`src/rtl/zigbee_chip_spreader.sv`:
```
// IEEE 802.15.4 O-QPSK symbol-to-chip spreader: maps 4-bit symbols to 32-chip PN
// sequences and serialises them at chip rate with an I/Q select, one-symbol skid buffer.
module zigbee_chip_spreader #(
   parameter logic [31:0] PN_SYM0   = 32'hD9C3522E,
   parameter logic [31:0] ODD_MASK  = 32'h55555555,
   parameter logic        IDLE_CHIP = 1'b0
) (
   input  logic       inClk,
   input  logic       inRst,
   input  logic       inChipEn,
   input  logic       inSymValid,
   input  logic [3:0] inSym,
   output logic       outSymReady,
   output logic       outChip,
   output logic       outChipValid,
   output logic       outChipSel,
   output logic       outBusy
);

   typedef enum logic {StIdle, StRun} state_t;

   state_t      state_q, state_d;
   logic [31:0] shift_q, shift_d;
   logic [4:0]  cnt_q, cnt_d;
   logic        pend_valid_q, pend_valid_d;
   logic [3:0]  pend_sym_q, pend_sym_d;
   logic        accept;
   logic        last_chip;

   // Symbols 0..7 are right rotations of PN_SYM0 by 4*s; 8..15 add odd-chip inversion.
   function automatic logic [31:0] map_sym(input logic [3:0] s);
      logic [63:0] dbl;
      logic [4:0]  amt;
      logic [31:0] seq;
      amt = {s[2:0], 2'b00};
      dbl = {PN_SYM0, PN_SYM0} >> amt;
      seq = dbl[31:0];
      if (s[3]) seq = seq ^ ODD_MASK;
      return seq;
   endfunction

   assign accept    = inSymValid & ~pend_valid_q;
   assign last_chip = inChipEn & (cnt_q == 5'd31);

   always_comb begin
      state_d      = state_q;
      shift_d      = shift_q;
      cnt_d        = cnt_q;
      pend_valid_d = pend_valid_q;
      pend_sym_d   = pend_sym_q;
      case (state_q)
         StIdle: begin
            if (accept) begin
               shift_d = map_sym(inSym);
               cnt_d   = 5'd0;
               state_d = StRun;
            end
         end
         StRun: begin
            if (last_chip) begin
               if (pend_valid_q) begin
                  shift_d      = map_sym(pend_sym_q);
                  cnt_d        = 5'd0;
                  pend_valid_d = 1'b0;
               end else if (accept) begin
                  // Bypass: new symbol goes straight to the shifter, pending stays empty.
                  shift_d = map_sym(inSym);
                  cnt_d   = 5'd0;
               end else begin
                  state_d = StIdle;
               end
            end else begin
               if (inChipEn) begin
                  shift_d = {shift_q[30:0], 1'b0};
                  cnt_d   = cnt_q + 5'd1;
               end
               if (accept) begin
                  pend_valid_d = 1'b1;
                  pend_sym_d   = inSym;
               end
            end
         end
         default: state_d = StIdle;
      endcase
   end

   always_ff @(posedge inClk or posedge inRst) begin
      if (inRst) begin
         state_q      <= StIdle;
         shift_q      <= 32'd0;
         cnt_q        <= 5'd0;
         pend_valid_q <= 1'b0;
         pend_sym_q   <= 4'd0;
      end else begin
         state_q      <= state_d;
         shift_q      <= shift_d;
         cnt_q        <= cnt_d;
         pend_valid_q <= pend_valid_d;
         pend_sym_q   <= pend_sym_d;
      end
   end

   assign outChipValid = (state_q == StRun);
   assign outChip      = outChipValid ? shift_q[31] : IDLE_CHIP;
   assign outChipSel   = outChipValid ? cnt_q[0] : 1'b0;
   assign outBusy      = outChipValid | pend_valid_q;
   assign outSymReady  = ~pend_valid_q;

endmodule

```
`config.mk`:
```
export PLATFORM = sky130hd
export DESIGN_NAME = zigbee_chip_spreader
export DESIGN_NICKNAME = d
export VERILOG_FILES = /design/src/rtl/zigbee_chip_spreader.sv
export SDC_FILE = /design/constraint.sdc
export NUM_CORES = 1
export LEC_CHECK = 0
export CORE_MARGIN = 4
export CORE_UTILIZATION = 24
export DETAILED_ROUTE_END_ITERATION = 10
export PLACE_DENSITY = 0.38
export SYNTH_ARGS = -nofsm -noshare
export SYNTH_HDL_FRONTEND = slang
export SYNTH_SLANG_ARGS = --single-unit
export TNS_END_PERCENT = 5
```
`constraint.sdc`:
```
create_clock -name inClk -period 5.41 [get_ports inClk]
set_input_delay 1.623 -clock inClk [delete_from_list [all_inputs] [get_ports inClk]]
set_output_delay 1.623 -clock inClk [all_outputs]
set_load 0.05 [all_outputs]
```
==> impl_metrics.toml, run 1 <==
# yosys + openroad results
[worst_setup_path]
cp_cell_sequence = "clkdlybuf4s50_1, inv_1, ha_1, nor2b_1, or3b_1, a32oi_1, o41ai_1"
required_ns = 5.59
r2r_end = "shift_q[22]"
reg2reg_depth = 8
startpoint = "inSym[0]"
r2r-start = "cnt_q[0]"
cp_num_cells = 7
crit_family = "buffers and inverters"
crit_type = "in -> reg"
cpPeakStageDelay_ns = 0.84
cp_max_fo = 17
cp_num_buf_inv = 2
slowest_stage = "clkdlybuf4s50_1"
end_kind = "flop"
crit_end = "shift_q[2]"
regToRegSetupSlack_ns = 2.37
cp-start-kind = "input port"
arrival_ns = 4.03

[logic_synthesis]
xor_share_pct = 1.99
ys_seq_share_pct = 27.2
netlist_top_cells_count = "dfrtp_1 (43), a21oi_1 (41), nand2_1 (40), o21ai_0 (35), nor2_1 (34)"
syn_inst = 504
ys_types = 65
fa_ha_area_share_pct = 4.43
synth.largest_area_cell = "dfrtp_1"
synth_nets = 526
simple_gate_share_pct = 21.2
top_cell = "dfrtp_1"
ys_sh_aoi_pct = 32.2
yosys_area_sq_mm = 0.00395
syn_area_per_cell_sq_um = 7.84
topCombFamilyByArea = "AND-OR/OR-AND gates"
flop_cell = "dfrtp_1"
top_area_share_pct = 27.2
ys.flops = 43
top_cells_by_area = "dfrtp_1 (27%), a21oi_1 (5.2%), ha_1 (4.4%), o21ai_0 (4.4%), nand2_1 (3.8%)"
mux_share_pct = 5.00
yosysWarnings = 0
ys_cells = 504
post_synth_instance_area_sq_mm = 0.00395
edf_count = 0
async_flop_share_pct = 100

[global_routing]
grt_first_pass_wirelength_um = 23600
gr-usage-met3_pct = 1.85
grt_max_degree = 44
overflow = 0
grt_busiest_layer = "met1"
antenna_found_initial = 0
use_met2_pct = 24.3
grtUsageTotal_pct = 17.1
first_global_vias = 3632
grt_use_met1_pct = 25.9

[routing]
drc_errors = 0
wl_um = 15700
first_pass_iters = 6
viasPerCell = 5.65
vias = 3996
wl_met2_um = 6670
top_layer = "met4"
drt_iter0_drc = 508
wl_met3_um = 948
avgRoutedWirePerCell_um = 22.2
final_antenna_net_count = 0
wl_met1_um = 7530

[cells_and_area]
areaGrowthSynthToFinish_pct = 10.6
nFillCells = 1795
nClkBuffers = 6
buf_share_pct = 4.81
inv_count = 25
logic_gates = 392
fin_nets = 513
top_area_cell_class = "combinational gates"
comb_area_sq_mm = 0.00256
final_cell_area_sq_mm = 0.00437
drive_gt1_share_pct = 7.13
comb_area_share_pct = 58.6
clk_share_pct = 3.64
diodes = 0
seq_area_sq_mm = 0.00108
n_all_buffers = 24

[clocking]
cts_resized = 0
h-tree-depth = 2
root_buffer = "clkbuf_16"
insertion_delay_ns = 0.30
cts.path.max_buffers = 2
cts_buffers = 5
path_clk_slew_ns = 0.07
cts.sinks = 43
post_cts_buffers = 0
cts_hold_buf = 0
cts_tree = "yes"

[power]
top_power_group = "combinational logic"
power-per-cell-area_mw_per_mm2 = 395
switching_share_pct = 44.4
p_total_mw = 1.73
p_leak_nw = 1.70
pg_seq_mw = 0.594
p_sw_mw = 0.767
p_comb_mw = 0.776
combPwrFrac_pct = 44.9
pwr-share-seq_pct = 34.4
clock_power_mw = 0.357
p_int_mw = 0.959
clockPowerShare_pct = 20.7

[run_status]
status = "complete, no violations"

[floorplanning]
num_rows = 46
taps = 216
initCoreUtil_pct = 24.7
dieArea_sq_mm = 0.0186

[timing]
max_freq_mhz = 260
skew_ns = 0.00453
setup_tns_ns = 0
fin_crit_sh_pct = 71.1
fin_ws_ns = 1.56
fin_crit_ns = 3.85
max_slew_margin_pct = 32.0
final_hold_viol_count = 0
setup_viol = 0
final_max_slew_viol_count = 0
grt_setup_unrepaired = "false"
worst_pin_slew_ns = 1.02

[placed_design]
gp_congestion = 0.894
placed_cell_area_sq_mm = 0.00421
pre_cts_ws_ns = 1.26
dpl.hpwl_um = 11200
dp_cells = 700

[worst_hold_path]
min_path_type = "reg -> reg"
holdPathEnd = "shift_q[5]"
worstHoldPathCells = 2
min_from = "shift_q[5]"

[job]
warning_count = 36
drv_cap = 0
[run 1: layout by cell type, fill, tap and decap left out, drive strengths merged, types with 13 or more instances in the layout]
cell type and count:
a211oi 13, a21oi 41, dfrtp 43, ha 14, inv 25, mux2i 13
nand2 40, nor2 36, nor2b 21, o21ai 37, o22ai 13
[run 1: sequential cells by signal, indices dropped and copies added (netlist names)]
register      count
cnt_q             5
outChipValid      1
pend_sym_q        4
pend_valid_q      1
shift_q          32
[run 1: stage by stage]
step,util (%),hold slack (ns)
2_1_floorplan,-,0.456
3_3_place_gp,26.3,0.484
3_5_place_dp,26.3,0.489
4_1_cts,27.3,0.503
5_1_grt,27.3,0.532
6_report,27.3,0.502
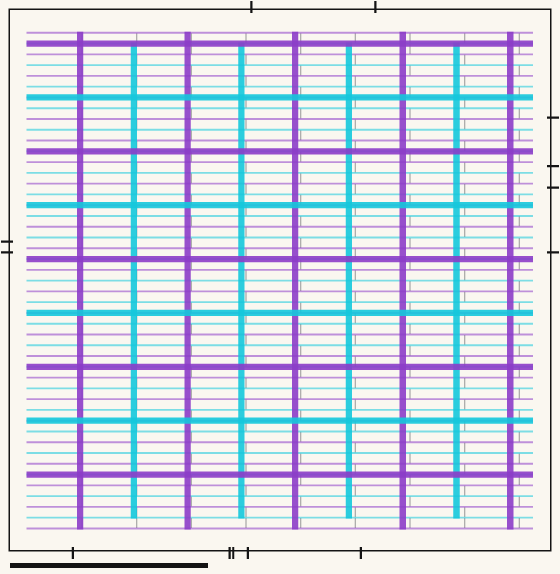
*PDN straps and rails, run 1*
The bar under the picture is 50 um long. Pins as bars on the die edge. Tap cells in grey.
cyan -> VDD
purple -> VSS
signal pins = 13
met5 straps = 9
met1 rails = 47
rows = 46
met4 straps = 9
die x size: 136 um
Vert. Die Dim: 136 um
peak supply drop: 0.000124 V

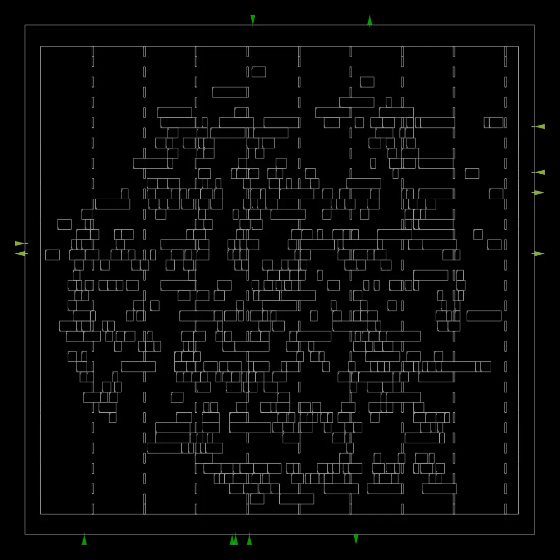
*Cell outlines without signal wires, run 1*
Finished Layout Cells: 707
Core Util, Final: 27.3%
core area: 0.0160 sq mm
flip-flops: 43
Seq/total area: 24.6%

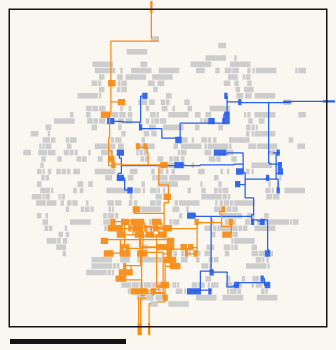
*Wires at chosen ports, followed through buffers, run 1*
The bar under the picture is 50 um long.
orange -> inSym  # bits 4, direction input, end cells 62, wire 701 um
blue -> inChipEn  # bits 1, direction input, end cells 36, wire 470 um
Top Ports: 13
port bufs: 12

==> run 1 -> run 2 <==
clock period = 3.54 ns   (was 5.41 ns; I/O delays follow)
==> run 2 against run 1 <==
Compared with the run above: final cell count is 2.7% higher; sequential power is 51% higher; setup slack got worse by 0.79 ns; first-iteration DRC count fell by 24%; largest power group unchanged; sequential cell count stayed put; critical path type unchanged.
==> impl_metrics.toml, run 2 <==
# yosys + openroad results
[power]
p_total_mw = 2.57
power-per-cell-area_mw_per_mm2 = 571
ir_drop_v = 0.000183
p_leak_nw = 1.80

[timing]
skew_ns = 0.00323
max_slew_margin_pct = 48.8
max_freq_mhz = 361
setup_viol = 0
worst_pin_slew_ns = 0.767
fin_crit_sh_pct = 78.3
timing.hold.ws_ns = 0.518
final_max_slew_viol_count = 0
fin_crit_ns = 2.77

[floorplanning]
initCoreUtil_pct = 24.7
num_rows = 46
core_area_sq_mm = 0.0160
dieArea_sq_mm = 0.0186
fp.dieW_um = 136
die_height_um = 136

[logic_synthesis]
synth_nets = 526
xor_share_pct = 1.99
netlist_top_cells_count = "dfrtp_1 (43), a21oi_1 (41), nand2_1 (40), o21ai_0 (35), nor2_1 (34)"
topCombFamilyByArea = "AND-OR/OR-AND gates"
simple_gate_share_pct = 21.2
top_area_share_pct = 27.2
fa_ha_area_share_pct = 4.43
syn_inst = 504
ys_types = 65
yosys_area_sq_mm = 0.00395
ys_seq_share_pct = 27.2
syn_area_per_cell_sq_um = 7.84
async_flop_share_pct = 100

[global_routing]
grt_first_pass_wirelength_um = 23700
first_global_vias = 3760

[clocking]
h-tree-depth = 2
cts_hold_buf = 0
cts.path.max_buffers = 2
root_buffer = "clkbuf_16"
cts.sinks = 43
insertion_delay_ns = 0.30

[cells_and_area]
fin_nets = 531
final_common_cell = "dfrtp_1"
instances_no_fill = 726
top_register = "shift_q"
final_core_util_pct = 28.1
reg_top3 = "shift_q x32, cnt_q x5, pend_sym_q x4"
largest_reg_flops = 32
diodes = 0
drive_gt1_share_pct = 11.6
final_cell_area_sq_mm = 0.00450
areaGrowthSynthToFinish_pct = 13.9

[worst_setup_path]
cp_cell_sequence = "clkdlybuf4s50_1, inv_1, ha_1, nor2b_1, or3b_1, a32oi_1, o41ai_1"
arrival_ns = 2.95
cp_num_buf_inv = 2
crit_type = "in -> reg"
cp_num_cells = 7
slowest_stage = "clkdlybuf4s50_1"
crit_end = "shift_q[2]"
r2r_end = "shift_q[17]"
regToRegSetupSlack_ns = 0.83
crit_family = "simple AND/OR/NAND/NOR gates"
reg2reg_depth = 7

[job]
drv_cap = 0

[placed_design]
gp_congestion = 0.864
io_buffer_count = 12
dp_cells = 718

[routing]
final_antenna_net_count = 0
wl_um = 15300
wl_met3_um = 955
wl_met1_um = 7140
top_layer = "met4"
wl_met2_um = 6760
drt_iter0_drc = 387
viasPerCell = 5.45

[worst_hold_path]
worstHoldPathCells = 1
min_from = "shift_q[25]"

[run_status]
status = "complete, no violations"
==> run 2: power breakdown <==
part / leakage [nW] / switching, mW / internal [mW]
Sequential: 0.522 / 0.240 / 0.659
Clock: 0.0669 / 0.225 / 0.262
Combinational: 1.21 / 0.685 / 0.499
Total: 1.80 / 1.15 / 1.42
==> run 2: cells by family (layout without fill, tap and decap cells) <==
logic type / after synthesis / in the layout
compound gates: 190 / 190
simple gates: 160 / 160
buf+inv: 69 / 75
flops: 43 / 43
mux: 19 / 19
fa+ha+maj: 14 / 14
xor+xnor: 9 / 9
==> run 2: area by class of cell <==
type | instances | area [sq um]
clock buffers | 6 | 129
clock inverters | 2 | 12.5
fillers | 1763 | 11500
inverters | 25 | 93.8
multi-input cells | 392 | 2560
flip-flops and latches | 43 | 1080
well taps | 216 | 270
repair buffers | 42 | 358
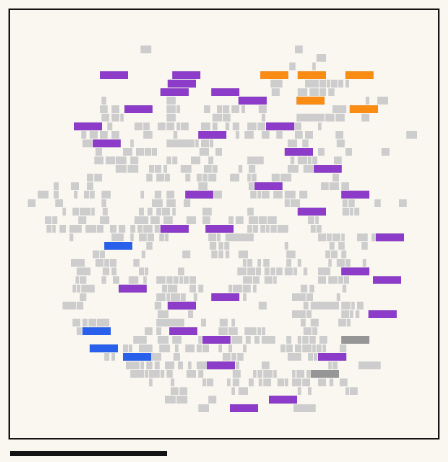
*Sequential cells grouped by signal name, run 2*
The bar under the picture is 50 um long. Other sequential cells in the stronger grey, the rest of the logic in the fainter grey.
orange -> cnt_q  # placed flops 5
purple -> shift_q  # placed flops 32
blue -> pend_sym_q  # placed flops 4, where bottom left
not coloured = 2
seq pwr: 0.898 mW
Sequential Area: 0.00108 sq mm
Seq/total area: 23.9%

### Cell density map, run 2

The bar under the picture is 50 um long. The die is cut into 14 by 14 equal tiles; white is low, dark blue is high, 0 to 100% covered.
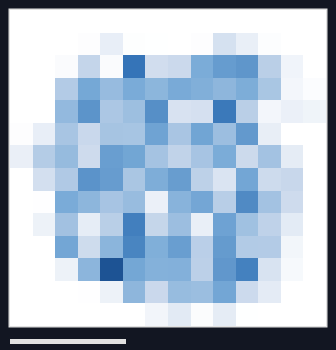

==> run 2 -> run 3 <==
clock period = 2.7 ns   (was 3.54 ns; I/O delays follow)
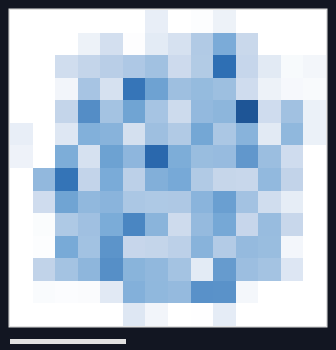
*Cell density map, run 3*
The bar under the picture is 50 um long. The die is cut into 14 by 14 equal tiles; white is low, dark blue is high, 0 to 100% covered.
emptiest ninth of the die = top left
fullest tile = 85%
densest ninth of the die = middle
mean over tiles = 24%
tiles over 75% full = 1.0%

==> run 3 against run 2 <==
Compared with the run above: register-to-register slack got worse by 0.66 ns; clock-buffer cell count stayed put; synthesized cell count did not move; largest cell class unchanged.
==> impl_metrics.toml, run 3 <==
# yosys + openroad results
[run_status]
status = "complete, no violations"

[clocking]
insertion_delay_ns = 0.30
cts.sinks = 43
cts_hold_buf = 0
cts.path.max_buffers = 2

[logic_synthesis]
syn_inst = 504
async_flop_share_pct = 100
top_area_share_pct = 27.2
netlist_top_cells_count = "dfrtp_1 (43), a21oi_1 (41), nand2_1 (40), o21ai_0 (35), nor2_1 (34)"
syn_area_per_cell_sq_um = 7.84
synth_nets = 526
ys_seq_share_pct = 27.2

[floorplanning]
core_area_sq_mm = 0.0160
die_height_um = 136
dieArea_sq_mm = 0.0186

[timing]
worst_pin_slew_ns = 0.632
timing.hold.ws_ns = 0.518
final_max_slew_viol_count = 0
skew_ns = 0.00268
fin_crit_ns = 2.53
setup_viol = 0
fin_crit_sh_pct = 93.7
max_slew_margin_pct = 57.4

[placed_design]
gp_congestion = 0.922
dp_cells = 737
io_buffer_count = 12

[cells_and_area]
largest_reg_flops = 32
buf_share_pct = 12.4
final_common_cell = "buf_4"
seq_share_pct = 22.7
inv_count = 25
drive_gt1_share_pct = 14.8
final_core_util_pct = 29.6
areaGrowthSynthToFinish_pct = 19.8
final_cell_area_sq_mm = 0.00473
n_all_buffers = 61
top_register = "shift_q"
reg_top3 = "shift_q x32, cnt_q x5, pend_sym_q x4"
top_area_cell_class = "combinational gates"
seq_cells = 43
logic_gates = 392
nClkBuffers = 6
comb_area_sq_mm = 0.00256

[worst_setup_path]
cp_num_cells = 7
cp_num_buf_inv = 0
reg2reg_depth = 7
regToRegSetupSlack_ns = 0.17
cp_cell_sequence = "ha_1, and3_1, ha_1, and4_1, o21ai_0, o211ai_1, a22o_1"
r2r_end = "shift_q[21]"
crit_end = "shift_q[21]"
arrival_ns = 2.77
slowest_stage = "and4_1"
crit_family = "simple AND/OR/NAND/NOR gates"

[power]
switching_share_pct = 44.3
pwr-share-seq_pct = 31.7
p_leak_nw = 1.93
pg_seq_mw = 1.11
combPwrFrac_pct = 49.6
p_sw_mw = 1.56
top_power_group = "combinational logic"
p_int_mw = 1.96
power-per-cell-area_mw_per_mm2 = 743
p_total_mw = 3.52
clockPowerShare_pct = 18.7

[routing]
top_layer = "met4"
wl_um = 16200
drt_iter0_drc = 401
wl_met1_um = 7660
wl_met2_um = 7240
wl_met3_um = 1000
viasPerCell = 5.44
final_antenna_net_count = 0

[global_routing]
grt_first_pass_wirelength_um = 24900
first_global_vias = 3898

[job]
drv_cap = 0
-- run 3: cell counts after synthesis --
Identical to the previous run, type by type.
-- run 3: worst min-delay path by stage --
stage	from	endpoint	slack, ns	depth (start not counted)
after global routing	cnt_q[4]	cnt_q[4]	0.53	1
after detailed placement	shift_q[21]	shift_q[21]	0.50	1
final	shift_q[21]	shift_q[21]	0.52	1
after floorplan	shift_q[5]	shift_q[5]	0.46	2
after global placement	cnt_q[4]	cnt_q[4]	0.50	1
after CTS	shift_q[21]	shift_q[21]	0.52	1
-- run 3: kinds of logic after synthesis --
logic type,count (synthesis),synth area share [%]
compound gates,190,32.2
fa+ha+maj,14,4.43
mux,19,5.00
buf+inv,69,7.98
simple gates,160,21.2
flops,43,27.2
xor+xnor,9,2.00
No activity file was given, so power comes from the tool's default toggle rates.
